==> config.mk <==
export PLATFORM = sky130hd
export DESIGN_NAME = tx_encoder_8b10b
export DESIGN_NICKNAME = d
export VERILOG_FILES = /design/src/rtl/tx_encoder_8b10b.sv
export SDC_FILE = /design/constraint.sdc
export NUM_CORES = 1
export LEC_CHECK = 0
export ABC_AREA = 1
export CAP_MARGIN = 20
export CELL_PAD_IN_SITES_DETAIL_PLACEMENT = 1
export CELL_PAD_IN_SITES_GLOBAL_PLACEMENT = 2
export CORE_MARGIN = 8
export CORE_UTILIZATION = 29
export DETAILED_ROUTE_END_ITERATION = 8
export PLACE_DENSITY_LB_ADDON = 0.1
export RECOVER_POWER = 100
export SLEW_MARGIN = 10
export SYNTH_ARGS = -nofsm -noshare
export SYNTH_HDL_FRONTEND = slang
export SYNTH_SLANG_ARGS = --single-unit
==> constraint.sdc <==
create_clock -name Bit_Rate_CLK_10 -period 6 [get_ports Bit_Rate_CLK_10]
set_input_delay 0.6 -clock Bit_Rate_CLK_10 [delete_from_list [all_inputs] [get_ports Bit_Rate_CLK_10]]
set_output_delay 0.6 -clock Bit_Rate_CLK_10 [all_outputs]
set_load 0.05 [all_outputs]
==> src/rtl/tx_encoder_8b10b.sv <==
// 8b/10b transmit encoder. Emits one registered 10-bit symbol per enabled byte,
// tracks running disparity across symbols and flags illegal K characters.
module tx_encoder_8b10b #(
    parameter bit INIT_RD = 1'b0
) (
    input  logic       Bit_Rate_CLK_10,
    input  logic       Reset_n,
    input  logic [7:0] TxData,
    input  logic       TxDataK,
    input  logic       Data_En,
    output logic [9:0] TxSymbol,
    output logic       Symbol_Valid,
    output logic       Code_Err,
    output logic       Current_RD
);

    logic       r_rd;
    logic [4:0] w_x;
    logic [2:0] w_y;
    logic       w_kLegal;
    logic [5:0] w_code6;
    logic [3:0] w_code4;
    logic [5:0] w_out6;
    logic [3:0] w_out4;
    logic       w_flip6;
    logic       w_flip4;
    logic       w_rdMid;
    logic       w_rdEnd;
    logic       w_useA7;
    logic [9:0] w_symbol;

    // Sub-block tables hold the RD- form, written in transmission order (a..i, f..j).
    function automatic logic [5:0] code6Minus(input logic [4:0] x);
        case (x)
            5'd0:  code6Minus = 6'b100111;
            5'd1:  code6Minus = 6'b011101;
            5'd2:  code6Minus = 6'b101101;
            5'd3:  code6Minus = 6'b110001;
            5'd4:  code6Minus = 6'b110101;
            5'd5:  code6Minus = 6'b101001;
            5'd6:  code6Minus = 6'b011001;
            5'd7:  code6Minus = 6'b111000;
            5'd8:  code6Minus = 6'b111001;
            5'd9:  code6Minus = 6'b100101;
            5'd10: code6Minus = 6'b010101;
            5'd11: code6Minus = 6'b110100;
            5'd12: code6Minus = 6'b001101;
            5'd13: code6Minus = 6'b101100;
            5'd14: code6Minus = 6'b011100;
            5'd15: code6Minus = 6'b010111;
            5'd16: code6Minus = 6'b011011;
            5'd17: code6Minus = 6'b100011;
            5'd18: code6Minus = 6'b010011;
            5'd19: code6Minus = 6'b110010;
            5'd20: code6Minus = 6'b001011;
            5'd21: code6Minus = 6'b101010;
            5'd22: code6Minus = 6'b011010;
            5'd23: code6Minus = 6'b111010;
            5'd24: code6Minus = 6'b110011;
            5'd25: code6Minus = 6'b100110;
            5'd26: code6Minus = 6'b010110;
            5'd27: code6Minus = 6'b110110;
            5'd28: code6Minus = 6'b001110;
            5'd29: code6Minus = 6'b101110;
            5'd30: code6Minus = 6'b011110;
            default: code6Minus = 6'b101011;
        endcase
    endfunction

    function automatic logic [3:0] code4Minus(input logic [2:0] y);
        case (y)
            3'd0:    code4Minus = 4'b1011;
            3'd1:    code4Minus = 4'b1001;
            3'd2:    code4Minus = 4'b0101;
            3'd3:    code4Minus = 4'b1100;
            3'd4:    code4Minus = 4'b1101;
            3'd5:    code4Minus = 4'b1010;
            3'd6:    code4Minus = 4'b0110;
            default: code4Minus = 4'b1110;
        endcase
    endfunction

    // K 4b forms as sent after an RD- start; the RD+ symbol is the full complement.
    function automatic logic [3:0] k4Minus(input logic [2:0] y);
        case (y)
            3'd0:    k4Minus = 4'b0100;
            3'd1:    k4Minus = 4'b1001;
            3'd2:    k4Minus = 4'b0101;
            3'd3:    k4Minus = 4'b0011;
            3'd4:    k4Minus = 4'b0010;
            3'd5:    k4Minus = 4'b1010;
            3'd6:    k4Minus = 4'b0110;
            default: k4Minus = 4'b1000;
        endcase
    endfunction

    always_comb begin
        w_x      = TxData[4:0];
        w_y      = TxData[7:5];
        w_kLegal = TxDataK && ((w_x == 5'd28) ||
                   ((w_y == 3'd7) && ((w_x == 5'd23) || (w_x == 5'd27) ||
                                      (w_x == 5'd29) || (w_x == 5'd30))));
        w_code6  = (w_kLegal && (w_x == 5'd28)) ? 6'b001111 : code6Minus(w_x);
        w_flip6  = ($countones(w_code6) != 3);
        w_rdMid  = r_rd ^ w_flip6;
        w_useA7  = (!w_rdMid && ((w_x == 5'd17) || (w_x == 5'd18) || (w_x == 5'd20))) ||
                   ( w_rdMid && ((w_x == 5'd11) || (w_x == 5'd13) || (w_x == 5'd14)));
        w_code4  = 4'b0000;
        w_out4   = 4'b0000;
        w_out6   = 6'b000000;
        if (w_kLegal) begin
            w_code4 = k4Minus(w_y);
            w_out6  = r_rd ? ~w_code6 : w_code6;
            w_out4  = r_rd ? ~w_code4 : w_code4;
        end else begin
            w_code4 = ((w_y == 3'd7) && w_useA7) ? 4'b0111 : code4Minus(w_y);
            // D.7 and x.3 are balanced but still pick their form from RD.
            w_out6  = ((w_flip6 || (w_code6 == 6'b111000)) && r_rd) ? ~w_code6 : w_code6;
            w_out4  = ((($countones(w_code4) != 2) || (w_y == 3'd3)) && w_rdMid) ?
                      ~w_code4 : w_code4;
        end
        w_flip4  = ($countones(w_code4) != 2);
        w_rdEnd  = w_rdMid ^ w_flip4;
        w_symbol = {w_out4[0], w_out4[1], w_out4[2], w_out4[3],
                    w_out6[0], w_out6[1], w_out6[2], w_out6[3], w_out6[4], w_out6[5]};
    end

    always_ff @(posedge Bit_Rate_CLK_10) begin
        if (!Reset_n) begin
            TxSymbol     <= 10'd0;
            Symbol_Valid <= 1'b0;
            Code_Err     <= 1'b0;
            r_rd         <= INIT_RD;
        end else if (Data_En) begin
            TxSymbol     <= w_symbol;
            Symbol_Valid <= 1'b1;
            Code_Err     <= TxDataK && !w_kLegal;
            r_rd         <= w_rdEnd;
        end else begin
            TxSymbol     <= 10'd0;
            Symbol_Valid <= 1'b0;
            Code_Err     <= 1'b0;
        end
    end

    assign Current_RD = r_rd;

endmodule

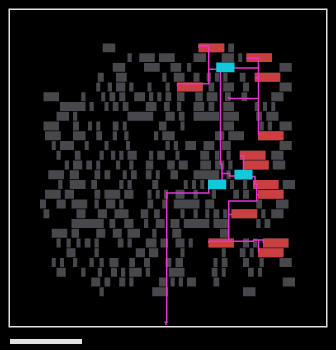
*Clock wires, drivers and flops*
Scale bar: 20 um.
Key: red = flip-flops [count 13]; magenta = clock wires [length 219 um]; cyan = cells driving clock nets [count 3]
There are 4 routed clock nets.

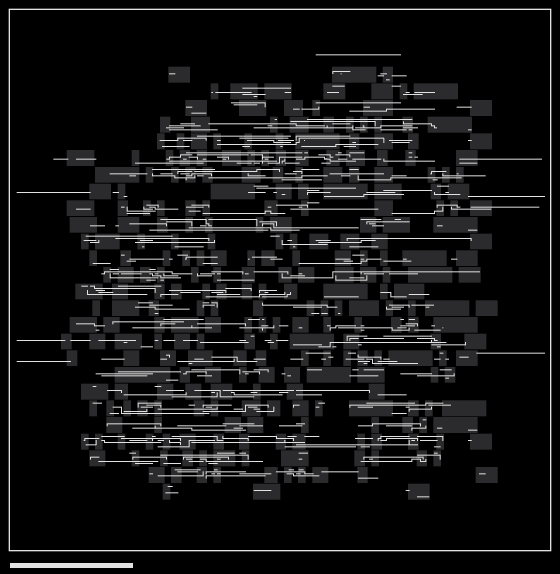
*M1 wires*
Scale bar: 20 um. Cells faint in the background.
The longest straight run is 23.9 um. 284 nets have wire on it.
vias post-DR: 1621
wirelength, routed: 4560 um
GRT met1 Usage: 16.2%

==> out/results.tsv <==
stage	metric	value	unit
status	outcome	finished clean	
final_layout	comb_multi_in	180	
critical_path	CP Cell Sequence	clkdlybuf4s50_1 > nand2_2 > nand3_1 > nor2_2 > inv_2 > fa_1 > fa_1 > ha_1 > inv_1 > fa_1 > nand3b_1 > xor2_1 > nand2_1 > nand3_2 > buf_4 > nand2_2 > fa_1 > inv_1 > ha_1 > ha_1 > nor3b_2 > a21oi_2 > xor2_1 > a21oi_1	
synthesis	Async S/R FF share, synth	0	%
critical_path	Critical Path Fanout Max	5	
critical_path	Worst R2R Setup Slack	2.63	ns
final_layout	Fillers	686	
synthesis	register share after synthesis	17.3	%
sta	clk_skew	0.00157	ns
sta	RSZ-0062 raised after global routing	false	
final_layout	Biggest register	TxSymbol	
critical_path	CP Class	primary input to register	
critical_path	crit path launch type	primary input	
min_path	hold path start	Current_RD$_SDFFE_PN0P_	
sta	actual slew at the worst max-slew pin	0.640	ns
cts	Num CTS Buffers	3	
final_layout	Area Overhead vs Synth	40.3	%
critical_path	cell count along the critical path	24	
die	IO Pins	25	
synthesis	Mux area share	0	%
final_layout	Final Core Density	41.6	%
pwr	Comb group	0.000373	W
critical_path	R2R cell count	14	
critical_path	Crit path arrival time	5.76	ns
synthesis	and-or/or-and share of the synthesized area	11.0	%
final_layout	most frequent cells in the layout	nand2_1, buf_4, nand3_1	
pwr	total leakage power	1.09	nW
final_layout	Cell Count, Final, Fillers Out	354	
synthesis	xor/xnor share	5.81	%
pwr	P_seq	0.000122	W
synthesis	Main synth FF type	dfxtp_1	
critical_path	most used cell, CP	fa_1	
min_path	min-delay worst type	register to register	
final_layout	Comb/total area	52.6	%
final_layout	nets	316	
place	placed instance count	345	
global_routing	largest net degree at the start of global routing	18	
final_layout	Flop area	260	sq um
final_layout	multi-input logic area	1110	sq um
place	Placement Setup Slack	-0.359	ns
place	Final HPWL DP	3700	um
die	die footprint	7760	sq um
cts	clock transition at the registers of the reported paths	0.06	ns
synthesis	Post-synth EDFFs	0	
synthesis	Post-Synth Adder-Cell Area	18.3	%
critical_path	Buf+Inv Stages, Crit Path	5	
sta	Hold Fails Final Rpt	0	
sta	final period utilization	93.9	%
pwr	pwr dens	272	nW/um^2
synthesis	Mapped Area	1510	sq um
synthesis	# Cells Yosys	232	
route	TritonRoute pass-1 iters	4	
route	Post-DRT Antenna Nets	0	
global_routing	vias in the first global route	1583	
cts	H-Tree Depth	1	
critical_path	reg2reg end	TxSymbol[8]$_SDFF_PN0_	
route	initial DRC count	48	
min_path	WHS Endpoint	TxSymbol[0]$_SDFF_PN0_	
min_path	WHS Path Cells	2	
place	placed cell area	1990	sq um
route	routed wire length per instance	12.9	um
synthesis	chip area line of the yosys report	1510	sq um
synthesis	Basic Gates by Area	35.7	%
pwr	Clk network pwr share	13.8	%
global_routing	Overall Global Routing Usage	12.3	%
final_layout	Clock buf/inv share	2.19	%
cts	CTS tree	yes	
critical_path	crit path from	TxDataK	
final_layout	max reg flops	10	
sta	hold_ws	0.837	ns
critical_path	Worst Path Required	6.12	ns
global_routing	GRT overflow	0	
place	gpl congestion	0.831	
flow_run	Tool Warnings	34	
cts	CTS Hold Bufs	0	
pwr	Cell Int Power	0.000296	W
flow_run	count of maximum capacitance violations	0	
critical_path	FF-to-FF Start	Current_RD$_SDFFE_PN0P_	
synthesis	warnings from Yosys	0	
synthesis	Post-Syn Instances	232	
final_layout	Seq area share	12.3	%
die	Well Taps	70	
final_layout	Leading cell kind	combinational gates	
die	core area	5070	sq um
pwr	Logic pwr share	65.0	%
route	Via density	4.58	
sta	final setup TNS	0	ns
final_layout	post-route cell area	2110	sq um
pwr	Tot Pwr	0.000574	W
die	die y size	88.1	um
sta	PnR worst setup slack	0.367	ns
final_layout	dominant logic cell type in the layout	nand2_1	
critical_path	Critical Path End Type	register	
sta	fmax	0.178	GHz
final_layout	Non-Clock Buffer Count	56	
synthesis	Flops after synth	13	
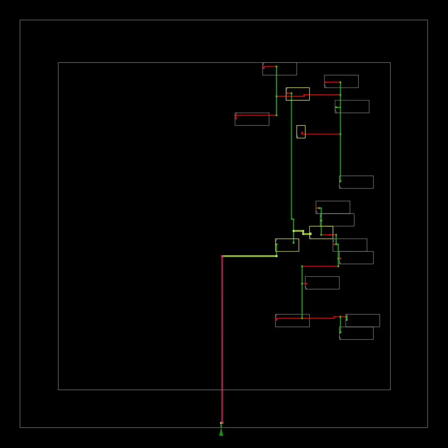
*Clock nets*
Clock Buffer Count: 3
Seq cells: 13
P_clk: 0.0000792 W
clk latency late pin: 0.24 ns
Clock Sink Count: 13

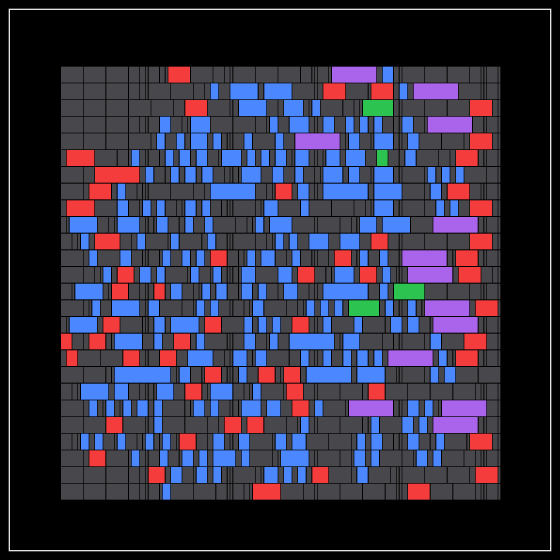
*Cell classes on the final placement*
Fill, decap, tap and diode cells in gray.
Key: blue = all other logic [cells 211]; red = other buffers and delay cells [cells 56]; purple = flip-flops [cells 13]; green = clock drivers and dummy loads [cells 4]

repair_timing:
action	4_1_cts	5_1_grt
gates cloned	0	1
pin swaps	5	4
buffers inserted	1	3
resized	10	17
setup endpoints to repair	5	5
per-layer routing:
| metal | part of all wire, % | track usage (%) | vias to the layer above |
|---|---|---|---|
| met2 | 47 | 20.0 | 26 |
| met4 | 0.79 | 4.61 | 0 |
| met5 | 0 | 0 | - |
| met3 | 3.3 | 1.13 | 2 |
| li1 | - | - | 846 |
| met1 | 49 | 16.2 | 747 |
cells in the mapped netlist, drive strengths merged, types with 2 or more instances:
cell	number	area, sq um
xor2	10	87.6
dfxtp	13	260
nand3	31	160
fa	5	100
ha	14	175
nor3b	2	15.0
inv	30	113
nand2	61	239
a21oi	11	62.6
a31oi	2	12.5
buf	8	63.8
o21ai	15	75.1
nor2	23	98.8
Power is estimated from default activity; no workload was simulated.
